**src/rtl/pixel_queue_pkg.sv**
```systemverilog
// Shared widths, entry layout and FSM encoding for the pixel request queue.
package pixel_queue_pkg;

  localparam int PIXEL_COORD_BITS = 8;
  localparam int PIXEL_RGB_BITS   = 8;
  localparam int PIXEL_ENTRY_BITS = 2 * PIXEL_COORD_BITS + PIXEL_RGB_BITS;

  typedef struct packed {
    logic [PIXEL_COORD_BITS-1:0] x;
    logic [PIXEL_COORD_BITS-1:0] y;
    logic [PIXEL_RGB_BITS-1:0]   rgb;
  } pixel_t;

  typedef enum logic [1:0] {
    ST_IDLE  = 2'd0,
    ST_ISSUE = 2'd1,
    ST_GUARD = 2'd2,
    ST_WAIT  = 2'd3
  } state_t;

endpackage

```
**src/rtl/pixel_queue_sync_fifo.sv**
```systemverilog
// Single-clock FIFO with registered pointers and occupancy; dout is read
// combinationally at the read pointer, so a pop consumes what dout shows.
module sync_fifo
  import pixel_queue_pkg::*;
#(
  parameter int WIDTH     = PIXEL_ENTRY_BITS,
  parameter int DEPTH     = 16,
  parameter int ADDR_BITS = 4
) (
  input  logic                 clk,
  input  logic                 rst,
  input  logic                 push,
  input  logic                 pop,
  input  logic [WIDTH-1:0]     din,
  output logic [WIDTH-1:0]     dout,
  output logic [ADDR_BITS:0]   count,
  output logic                 full,
  output logic                 empty
);

  localparam logic [ADDR_BITS-1:0] PTR_STEP   = 1;
  localparam logic [ADDR_BITS:0]   CNT_STEP   = 1;
  localparam logic [ADDR_BITS:0]   FULL_COUNT = DEPTH[ADDR_BITS:0];

  logic [WIDTH-1:0]     r_mem [DEPTH];
  logic [ADDR_BITS-1:0] r_wr_ptr;
  logic [ADDR_BITS-1:0] r_rd_ptr;
  logic [ADDR_BITS:0]   r_count;
  logic                 w_do_push;
  logic                 w_do_pop;

  // Full refuses a push even if a pop frees a slot in the same cycle.
  assign w_do_push = push & ~full;
  assign w_do_pop  = pop & ~empty;

  assign full  = (r_count == FULL_COUNT);
  assign empty = (r_count == '0);
  assign count = r_count;
  assign dout  = r_mem[r_rd_ptr];

  always_ff @(posedge clk) begin
    if (w_do_push) begin
      r_mem[r_wr_ptr] <= din;
    end
  end

  always_ff @(posedge clk or posedge rst) begin
    if (rst) begin
      r_wr_ptr <= '0;
      r_rd_ptr <= '0;
      r_count  <= '0;
    end else begin
      if (w_do_push) begin
        r_wr_ptr <= r_wr_ptr + PTR_STEP;
      end
      if (w_do_pop) begin
        r_rd_ptr <= r_rd_ptr + PTR_STEP;
      end
      case ({w_do_push, w_do_pop})
        2'b10:   r_count <= r_count + CNT_STEP;
        2'b01:   r_count <= r_count - CNT_STEP;
        default: r_count <= r_count;
      endcase
    end
  end

endmodule

```
**src/rtl/pixel_queue.sv**
```systemverilog
// Buffers processor pixel writes and replays them one at a time into
// pixel_writer via pixel_en / pixel_wr_done, gated on the boot screen clear.
module pixel_queue
  import pixel_queue_pkg::*;
#(
  parameter int DEPTH     = 16,
  parameter int ADDR_BITS = 4
) (
  input  logic                        clk,
  input  logic                        reset,
  input  logic                        clear_screen_done,
  input  logic                        in_valid,
  output logic                        in_ready,
  input  logic [PIXEL_COORD_BITS-1:0] in_x,
  input  logic [PIXEL_COORD_BITS-1:0] in_y,
  input  logic [PIXEL_RGB_BITS-1:0]   in_rgb,
  output logic                        pixel_en,
  output logic [PIXEL_COORD_BITS-1:0] pixel_x,
  output logic [PIXEL_COORD_BITS-1:0] pixel_y,
  output logic [PIXEL_RGB_BITS-1:0]   pixel_rgb,
  input  logic                        pixel_wr_done,
  output logic [ADDR_BITS:0]          count,
  output logic                        overflow,
  output logic                        idle
);

  state_t                      r_state;
  state_t                      w_state_nxt;
  logic                        w_push;
  logic                        w_pop;
  logic                        w_full;
  logic                        w_empty;
  logic [PIXEL_ENTRY_BITS-1:0] w_din;
  logic [PIXEL_ENTRY_BITS-1:0] w_dout;
  pixel_t                      w_head;

  logic                        r_pixel_en;
  logic [PIXEL_COORD_BITS-1:0] r_pixel_x;
  logic [PIXEL_COORD_BITS-1:0] r_pixel_y;
  logic [PIXEL_RGB_BITS-1:0]   r_pixel_rgb;
  logic                        r_overflow;

  assign w_din    = {in_x, in_y, in_rgb};
  assign w_head   = pixel_t'(w_dout);
  assign in_ready = ~w_full;
  assign w_push   = in_valid & ~w_full;

  sync_fifo #(
    .WIDTH     (PIXEL_ENTRY_BITS),
    .DEPTH     (DEPTH),
    .ADDR_BITS (ADDR_BITS)
  ) u_fifo (
    .clk   (clk),
    .rst   (reset),
    .push  (w_push),
    .pop   (w_pop),
    .din   (w_din),
    .dout  (w_dout),
    .count (count),
    .full  (w_full),
    .empty (w_empty)
  );

  always_comb begin
    w_state_nxt = r_state;
    w_pop       = 1'b0;
    case (r_state)
      ST_IDLE: begin
        if (!w_empty && clear_screen_done && pixel_wr_done) begin
          w_state_nxt = ST_ISSUE;
          w_pop       = 1'b1;
        end
      end
      ST_ISSUE: w_state_nxt = ST_GUARD;
      // pixel_writer drops done a cycle after the strobe; ignore it here.
      ST_GUARD: w_state_nxt = ST_WAIT;
      ST_WAIT: begin
        if (pixel_wr_done) begin
          if (!w_empty) begin
            w_state_nxt = ST_ISSUE;
            w_pop       = 1'b1;
          end else begin
            w_state_nxt = ST_IDLE;
          end
        end
      end
      default: w_state_nxt = ST_IDLE;
    endcase
  end

  always_ff @(posedge clk or posedge reset) begin
    if (reset) begin
      r_state     <= ST_IDLE;
      r_pixel_en  <= 1'b0;
      r_pixel_x   <= '0;
      r_pixel_y   <= '0;
      r_pixel_rgb <= '0;
      r_overflow  <= 1'b0;
    end else begin
      r_state    <= w_state_nxt;
      r_pixel_en <= w_pop;
      if (w_pop) begin
        r_pixel_x   <= w_head.x;
        r_pixel_y   <= w_head.y;
        r_pixel_rgb <= w_head.rgb;
      end
      if (in_valid && w_full) begin
        r_overflow <= 1'b1;
      end
    end
  end

  assign pixel_en  = r_pixel_en;
  assign pixel_x   = r_pixel_x;
  assign pixel_y   = r_pixel_y;
  assign pixel_rgb = r_pixel_rgb;
  assign overflow  = r_overflow;
  assign idle      = w_empty & (r_state == ST_IDLE);

endmodule

```
**config.mk**
```make
export PLATFORM = sky130hd
export DESIGN_NAME = pixel_queue
export DESIGN_NICKNAME = d
export VERILOG_FILES = /design/src/rtl/pixel_queue_pkg.sv /design/src/rtl/pixel_queue_sync_fifo.sv /design/src/rtl/pixel_queue.sv
export SDC_FILE = /design/constraint.sdc
export NUM_CORES = 1
export LEC_CHECK = 0
export ABC_AREA = 1
export CORE_MARGIN = 3
export CORE_UTILIZATION = 60
export CTS_CLUSTER_DIAMETER = 200
export CTS_CLUSTER_SIZE = 14
export DETAILED_ROUTE_END_ITERATION = 8
export PLACE_DENSITY = 0.88
export SYNTH_ARGS = -nofsm -noshare
export SYNTH_HDL_FRONTEND = slang
export SYNTH_SLANG_ARGS = --single-unit
```
**constraint.sdc**
```tcl
create_clock -name clk -period 3.4 [get_ports clk]
set_input_delay 0.68 -clock clk [delete_from_list [all_inputs] [get_ports clk]]
set_output_delay 0.68 -clock clk [all_outputs]
set_load 0.01 [all_outputs]
```
Fig. 1: routed metal, one colour a layer
Scale: 2 px per um. Two of the layers only.
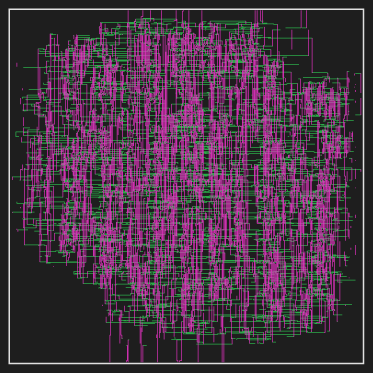
| layer | colour | wire length |
|---|---|---|
| met2 | magenta | 20.7 mm |
| met1 | green | 15100 um |

Fig. 2: cell outlines without signal wires
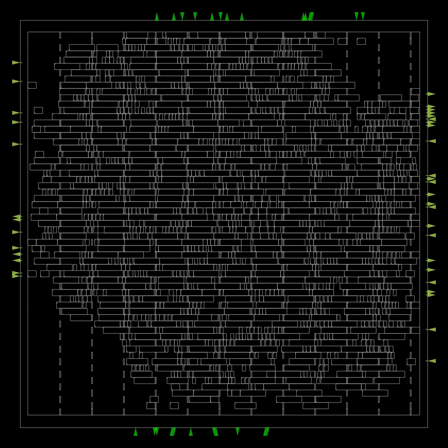
core utilization of the finished layout: 0.6944
Well Taps: 378
site row count: 61
FF+latch count: 425
tally of non-filler cells in the final layout: 1966

Fig. 3: zoomed window
Window x 68 to 108, y 68 to 108 um. Cells in grey, sequential cells in the stronger grey; small squares are vias.
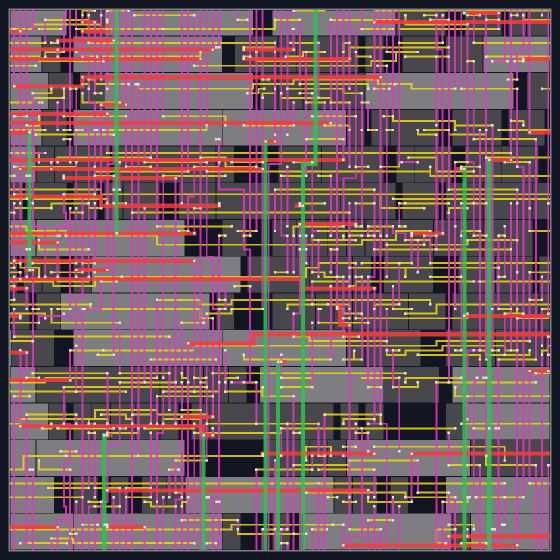
| layer | colour |
|---|---|
| met1 | yellow |
| met3 | red |
| met4 | green |
| met2 | magenta |
netlist names of flops here include: u_fifo.r_mem (17), u_fifo.r_wr_ptr (4)
cells with their middle in the window: 131
sequential cells in the window: 22
most frequent: nand2_1 (36), buf_4 (17), edfxtp_1 (17)

==> notes.md <==
The following summarizes the physical implementation.

Final timing
The setup TNS is 0 ns. Setup repair after global routing left no endpoint under its margin. The pin closest to its max-slew limit shows a slew of roughly 1.1 ns. In the final report, the number of pins over their slew limit comes to 0. The count of final setup violators is 0. The final count of hold timing violations is 0.

Cells and area
The final layout report lists a non-clock inverter count of 30. The final net count is 1603. Per the final report, the share of cell area in clock cells is 0.05361. Registers represent a cell area share of 0.6425.

The fraction of final layout cells sized beyond drive strength 1 is 0.07053. Of all the cell area in the finished design, non-clock buffers hold 0.05182. The layout report lists the combined flip-flop and latch area as approximately 13000 um^2. The count of buffers not belonging to the clock network in the layout is a little over 100. With fillers left out, the area of the finished cells amounts to around 20000 um^2. The flip-flop count of the largest register after layout is 384. The number of filler cells placed in the layout is approximately 1800. The synthesis-to-layout area growth is 12.28%. Clock buffers in the final layout number approximately 62. Among all cell classes, the greatest summed area belongs to registers. The combinational share of cell area is 0.2219.

Synthesis
The most numerous cell in the Yosys netlist is sky130_fd_sc_hd__nand2_1. The area fraction in full adders, half adders and majority gates is 0.009769. The aoi/oai-family share of the synthesized area is 0.005316.

Of the total synthesized cell area, the portion taken by AND, OR, NAND and NOR gates is 0.2249. The sequential element share of the synthesized area is 0.7209. The number of register bits inferred by synthesis is roughly 430. The main combinational cell family by area after synthesis is simple AND/OR/NAND/NOR gates.

By area the synthesized netlist is led by sky130_fd_sc_hd__edfxtp_1, sky130_fd_sc_hd__nand2_1, sky130_fd_sc_hd__nand3_1. The yosys warning tally is 0. The synthesized netlist contains 29 unique library cells. By count the netlist is led by sky130_fd_sc_hd__nand2_1, sky130_fd_sc_hd__edfxtp_1, sky130_fd_sc_hd__nand3_1.

The number of instances in the synthesized netlist is approximately 1500. The chip area in the Yosys report is 17420 um^2. Of the post-synthesis cell area, the dominant cell type holds 0.6620. The number of enable flip-flop cells is roughly 380.

For reference, the post-synthesis area per instance comes to ~12 um^2.

Die
According to the floorplan report, the placeable core area is 28160 um^2. The I/O pin total is about 62. The horizontal die dimension reported for this design is 176.4 um. From bottom edge to top edge, the die measures roughly 180 um. The chip occupies around 31000 um^2.

Hold path
The number of instances on the worst hold path is 2. The type of the worst min-delay path is register to register.

Global routing
The global-route total usage across every layer is 0.2649. The global routing usage on met2 is 0.4422. The first global-routing pass estimated around 64 mm of wire. The number of global-route vias before repair came to roughly 12000. In the global route stage, met3 resource usage came out at 0.04022.

Entering global routing, the biggest net connects just under 200 pins. The global-route track usage on met1 is 0.3434. In this run the most used layer during global routing was met2.

Drt
Wire segments on met3 add up to roughly 4 mm in the final route. For this run, the detailed router reports a per-instance via density of roughly 6.1. Per the post-route antenna check, the number of violating nets is 0.

After detailed routing, the total wire length is between 40 and 50 mm. The average routed wire per standard cell is between 20 and 25 um. The top metal layer carrying routed signals is met5. The first-pass iteration count of the detailed router is 6. The number of remaining DRC errors is 0.

Pwr
In this run, power in flip-flops and latches comes to around 6.7 mW. The power of the combinational group is 5.24 mW. The internal power is just over 10 mW. The fraction of power consumed by combinational cells is 0.333.

The power density relative to cell area is ~800 nW/um^2. Of all power groups, the one with the highest power is registers. The share of total power in sequential cells is 0.425. After layout, the design draws a total of between 15 and 20 mW.

Setup path
The worst setup path is launched from a register. The most used cell along the critical path is sky130_fd_sc_hd__inv_1. The slowest cell on the critical path is sky130_fd_sc_hd__clkdlybuf4s50_1. Counting buffers and inverters, the worst setup path is 5 cells deep. The critical path goes through inv_1 > ha_1 > inv_1 > nor2_1 > clkdlybuf4s50_1. Grouping stages by cell kind, the critical path spends the most delay in buffers and inverters. Measured in cells, the most critical reg-to-reg path has a length of 14.

Tracing the worst setup path back leads to its startpoint at r_state[0]. For this run, the slowest stage of the critical path takes approximately 0.54 ns. Following the worst setup path forward leads to its endpoint at idle.

The setup check on the worst reg-to-reg path leaves a slack of approximately 0.95 ns. The critical path is of the register to output pin type. The data arrival at the endpoint of the critical path is about 2 ns. The required time at the worst endpoint is listed as between 2 and 3 ns. STA classifies the critical path endpoint as an output pin. The endpoint of the worst-slack reg-to-reg timing path is u_fifo.count[4].

Place
Port buffering added between 60 and 70 buffers. The area after detailed placement is 18510 um^2. The number of cells in the design after placement is 1901. The worst setup slack before clock tree synthesis is roughly 0.32 ns.

Clock tree
TritonCTS built the clock tree. The cell chosen for the clock root is sky130_fd_sc_hd__clkbuf_16. The buffers inserted during post-CTS setup optimization is 0. Per the TritonCTS log, the buffer count is 36.

The clock transition at the register clock pins on the worst setup and hold paths after CTS is around 0.06 ns. The skew report gives the latency at the later pin of the worst-skew pair as ~0.53 ns. The post-cts sizing count is 0. The maximum buffer depth of the clock tree is 3. The clock sink count is between 400 and 500.

Run status
The flow ran to the end, and the final reports show no timing, DRC or antenna violations.
Power is estimated from default activity; no workload was simulated.
